Design serial_subtractor, sky130hd; sources not shown.
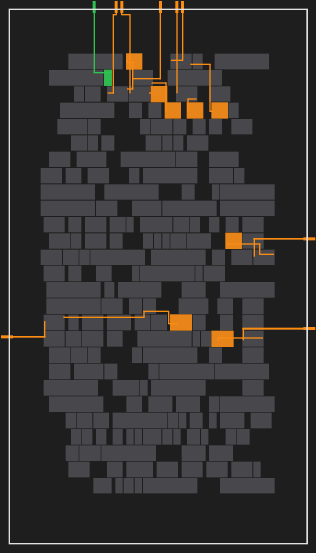
(run_1/io_fan.png)
(6 px per um)
- orange: a (bits 8; direction input; end cells 8; buffers 8; wire 169 um)
- green: err (bits 1; direction output; end cells 1; buffers 0; wire 13.0 um)
Port Buffers: 30
io pins: 32

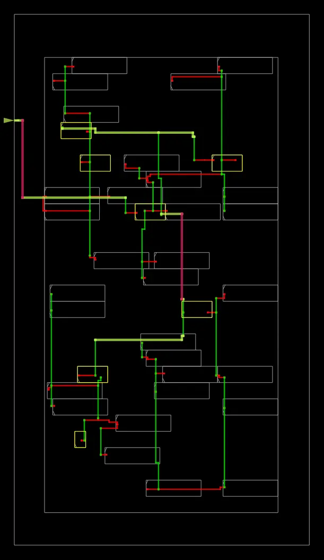
(run_1/clocks.png)
CLK BUF: 6
Seq Cell Count: 31

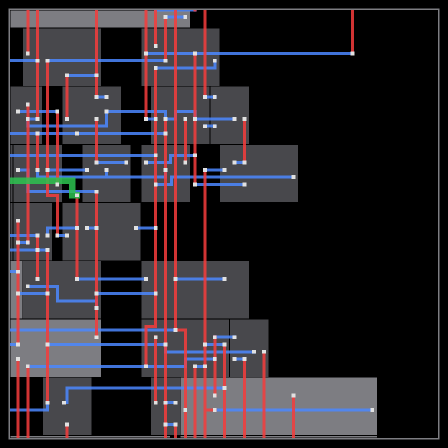
(run_1/detail.png)
Region (27, 57) to (47, 77) um. Cells in grey, sequential cells in the stronger grey; small squares are vias.
- blue: metal 1
- red: metal 2
- green: metal 3
- sequential cells in the window: 1
- cells with their middle in the window: 19
- most frequent: mux2i_1 (4)

==> flow_summary.json, run 1 <==
{
  "cts.path.max_buffers": 2,
  "powerComb_mw": 0.634,
  "regArea_um2": 776,
  "die_w_um": 49.4,
  "cts-root-buf": "clkbuf_8",
  "final_net_count": 217,
  "critPathRequiredTime_ns": 3.64,
  "totalWireLength_um": 3690,
  "seq_power_share": 0.404,
  "largest_class": "multi-input combinational cells",
  "dp_cells": 217,
  "power_mw": 1.47,
  "skew_ns": 0.00550,
  "cap_violations": 0,
  "crit_path_top_delay_cell": "dfrtp_1",
  "grt_pass1_wl_um": 6160,
  "slew_viol_final": 0,
  "fp-utilization": 0.584,
  "tool_warnings": 26,
  "sh_seq_area": 0.372,
  "critPathCaptureType": "primary output",
  "p_leak_nw": 0.854,
  "clk_pin_slew_ns": 0.07,
  "cts_tree": "yes",
  "dpl.hpwl_um": 2690,
  "use_met1": 0.193,
  "preCtsSetupSlack_ns": 1.80,
  "chipArea_um2": 4390,
  "avgSynthCellArea_um2": 10.4,
  "top_usage_layer": "met2",
  "design_area_um2": 2090,
  "final-nonclk-buf-share": 0.158,
  "crit_type": "reg -> out",
  "max_freq_mhz": 396,
  "most-common-layout-cells": "dfrtp_1, clkdlybuf4s50_1, nor2b_1",
  "layout_top_cell": "dfrtp_1",
  "crit_family": "flip-flops",
  "path_buffers": 1,
  "cts_num_sinks": 31,
  "routedWlPerCell_um": 16.5,
  "status": "finished clean",
  "ys_cells": 167,
  "rows": 28,
  "tightestPinTransition_ns": 0.849,
  "dpl_cell_area_um2": 2000,
  "grt_max_degree": 32,
  "cts-resized-gates": 0,
  "critical_path.max_stage_delay_ns": 0.88,
  "wl_met1_um": 1380,
  "first_global_vias": 1390,
  "setup_slack_ns": 1.52,
  "use_met2": 0.328,
  "syn-num-nets": 190,
  "switchingPower_mw": 0.554,
  "clock_latency_ns": 0.28,
  "p_per_area_nw_per_um2": 706,
  "postCtsHoldBufs": 0,
  "wl_met3_um": 196,
  "maxPowerGroup": "combinational cells",
  "seq-power_mw": 0.596
}
==> run 1: worst register-to-register path, stage by stage (launching register included) <==
cell,delay (ns)
dfrtp_1,0.88
buf_4,0.41
nor2b_1,0.13
a221o_1,0.31
==> run 1: Yosys cell counts <==
| library cell | n | area, um2 |
|---|---|---|
| dfrtp_1 | 31 | 776 |
| a22o_1 | 1 | 8.76 |
| a221o_1 | 1 | 10.0 |
| a21o_1 | 2 | 15.0 |
| nand3b_1 | 1 | 7.51 |
| fa_1 | 1 | 20.0 |
| ha_1 | 2 | 25.0 |
| mux2_4 | 1 | 15.0 |
| xor2_1 | 1 | 8.76 |
| mux2i_1 | 15 | 150 |
| nor3b_1 | 2 | 15.0 |
| buf_12 | 2 | 40.0 |
| nand2b_1 | 7 | 43.8 |
| nor2b_1 | 17 | 106 |
| o21ai_0 | 9 | 45.0 |
| clkbuf_1 | 2 | 7.51 |
| o211ai_1 | 2 | 15.0 |
| buf_6 | 1 | 11.3 |
| inv_1 | 4 | 15.0 |
| a211oi_1 | 14 | 105 |
| mux2_2 | 8 | 90.1 |
| o21ai_1 | 1 | 5.00 |
| buf_2 | 7 | 35.0 |
| conb_1 | 1 | 3.75 |
| buf_4 | 2 | 15.0 |
| nor2_1 | 1 | 3.75 |
| nand2_1 | 12 | 45.0 |
| a21oi_1 | 14 | 70.1 |
| nor2_4 | 1 | 11.3 |
| nand3_1 | 4 | 20.0 |
==> run 1: kinds of logic (layout without fill, tap and decap cells) <==
logic type      Yosys count  in the layout  synth area share
fa+ha+maj                 3              3            0.0259
simple gates             45             45             0.145
compound gates           44             44             0.158
flops                    31             31             0.446
buf+inv                  18             45            0.0712
other cells               1              1           0.00216
mux                      24             24             0.147
xor+xnor                  1              1           0.00504
## Run 2: what changed since run 1
--- a/config.mk
+++ b/config.mk
@@ -8,7 +8,7 @@
 export ABC_AREA = 0
 export CORE_ASPECT_RATIO = 2
 export CORE_MARGIN = 5
-export CORE_UTILIZATION = 56
+export CORE_UTILIZATION = 52
 export DETAILED_ROUTE_END_ITERATION = 8
 export GPL_ROUTABILITY_DRIVEN = 0
 export PLACE_DENSITY_LB_ADDON = 0.25
==> constraint.sdc (replaced) <==
create_clock -name clk -period 2.5 [get_ports clk]
set_input_delay 0.25 -clock clk [delete_from_list [all_inputs] [get_ports clk]]
set_output_delay 0.25 -clock clk [all_outputs]
set_load 0.02 [all_outputs]
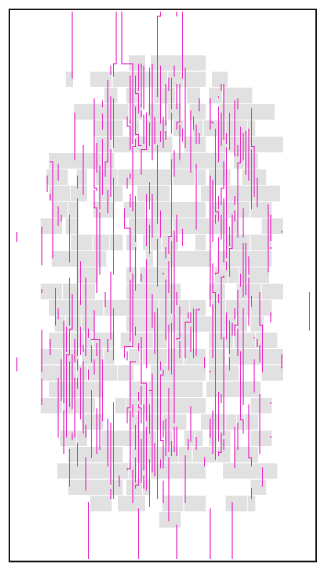
(run_2/layer_met2.png)
(6 px per um) Cells faint in the background.
- wire length on this layer: 1910 um
- main direction: vertical
- longest straight run: 32.0 um
routing usage on met2: 0.296
Routed Wire Length: 3560 um

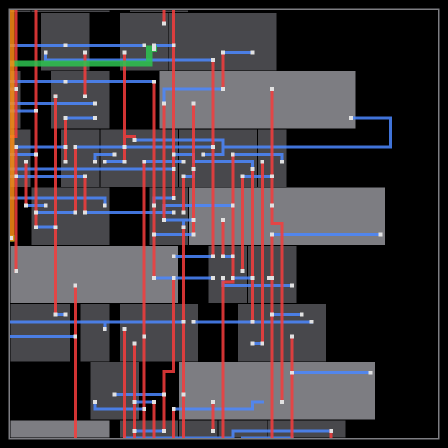
(run_2/detail.png)
Region (28, 59) to (48, 79) um. Cells in grey, sequential cells in the stronger grey; small squares are vias.
- green: metal 3
- orange: metal 4
- blue: metal 1
- red: metal 2
- sequential cells in the window: 4
- cells with their middle in the window: 22
- most frequent: mux2i_1 (4), dfrtp_1 (4)

==> flow_summary.json, run 2 <==
{
  "status": "finished clean",
  "ys_sh_aoi": 0.158,
  "dpl.hpwl_um": 2600,
  "syn-num-nets": 190,
  "edf_count": 0,
  "max_freq_mhz": 523,
  "ys_cells": 167,
  "preCtsSetupSlack_ns": 0.767,
  "synth_top_cell_by_area": "dfrtp_1",
  "design_area_um2": 2100,
  "ys_sh_adder": 0.0259,
  "port_buffers": 30,
  "critPathCaptureType": "primary output",
  "cap_violations": 0,
  "tool_warnings": 26,
  "routedWlPerCell_um": 15.6,
  "most-common-layout-cells": "dfrtp_1, clkdlybuf4s50_1, nor2b_1",
  "fp-utilization": 0.545,
  "grt_pass1_wl_um": 6120,
  "cts-root-buf": "clkbuf_8",
  "die_w_um": 50.9,
  "ys_sh_simple": 0.145,
  "xor_share": 0.00504,
  "setup_slack_ns": 0.588,
  "p_leak_nw": 0.858,
  "ys_top_logic_family": "AND-OR/OR-AND gates",
  "dpl_cell_area_um2": 2010,
  "rows": 29,
  "critical_path.max_stage_delay_ns": 0.65,
  "postCtsHoldBufs": 0,
  "avgSynthCellArea_um2": 10.4,
  "path_buffers": 1,
  "common_cells": "dfrtp_1, nor2b_1, mux2i_1",
  "synth.most_common_cell": "dfrtp_1",
  "num_io_pins": 32,
  "slew_viol_final": 0,
  "skew_ns": 0.00538
}
[run 2: cell counts after synthesis]
Identical to the previous run, type by type.
[run 2: metrics by stage]
step,utilization,power (mW)
2_1_floorplan,-,1.67
3_3_place_gp,0.631,1.94
3_5_place_dp,0.631,2.01
4_1_cts,0.656,2.40
5_1_grt,0.656,2.55
6_report,0.656,2.37
[run 2: area by class of cell]
cell class                      count  area (um2)  area share
Clock inverter                      1        5.00     0.00239
Sequential cell                    31         776       0.370
Tap cell                           31        38.8      0.0185
Clock buffer                        7        76.3      0.0364
Inverter                            4        15.0     0.00716
Timing Repair Buffer               36         345       0.165
Multi-Input combinational cell    118         840       0.401
[run 2: kinds of logic after synthesis]
family,after synthesis
AND/OR/NAND/NOR,45
AND-OR/OR-AND,44
flip-flops,31
multiplexers,24
buffers and inverters,18
adder cells (fa/ha/maj),3
other,1
XOR/XNOR,1
[run 2: where the power goes]
part	total [mW]	switching, mW	internal (mW)
clock	0.379	0.184	0.195
sequential	0.916	0.186	0.730
combinational	1.07	0.517	0.555
total	2.37	0.888	1.48
[run 2: worst min-delay path, stage by stage]
cell             delay (ns)
clkdlybuf4s50_1        0.39
inv_1                  0.05
buf_4                  0.35
[run 2: per-layer routing]
metal  share of wire  wire, um  global-route usage
met1            0.37      1320               0.167
met2            0.54      1910               0.296
met3           0.052       187              0.0536
met4           0.040       144              0.0938
met5               0         0                   0
Power and IR drop assume default switching activity.
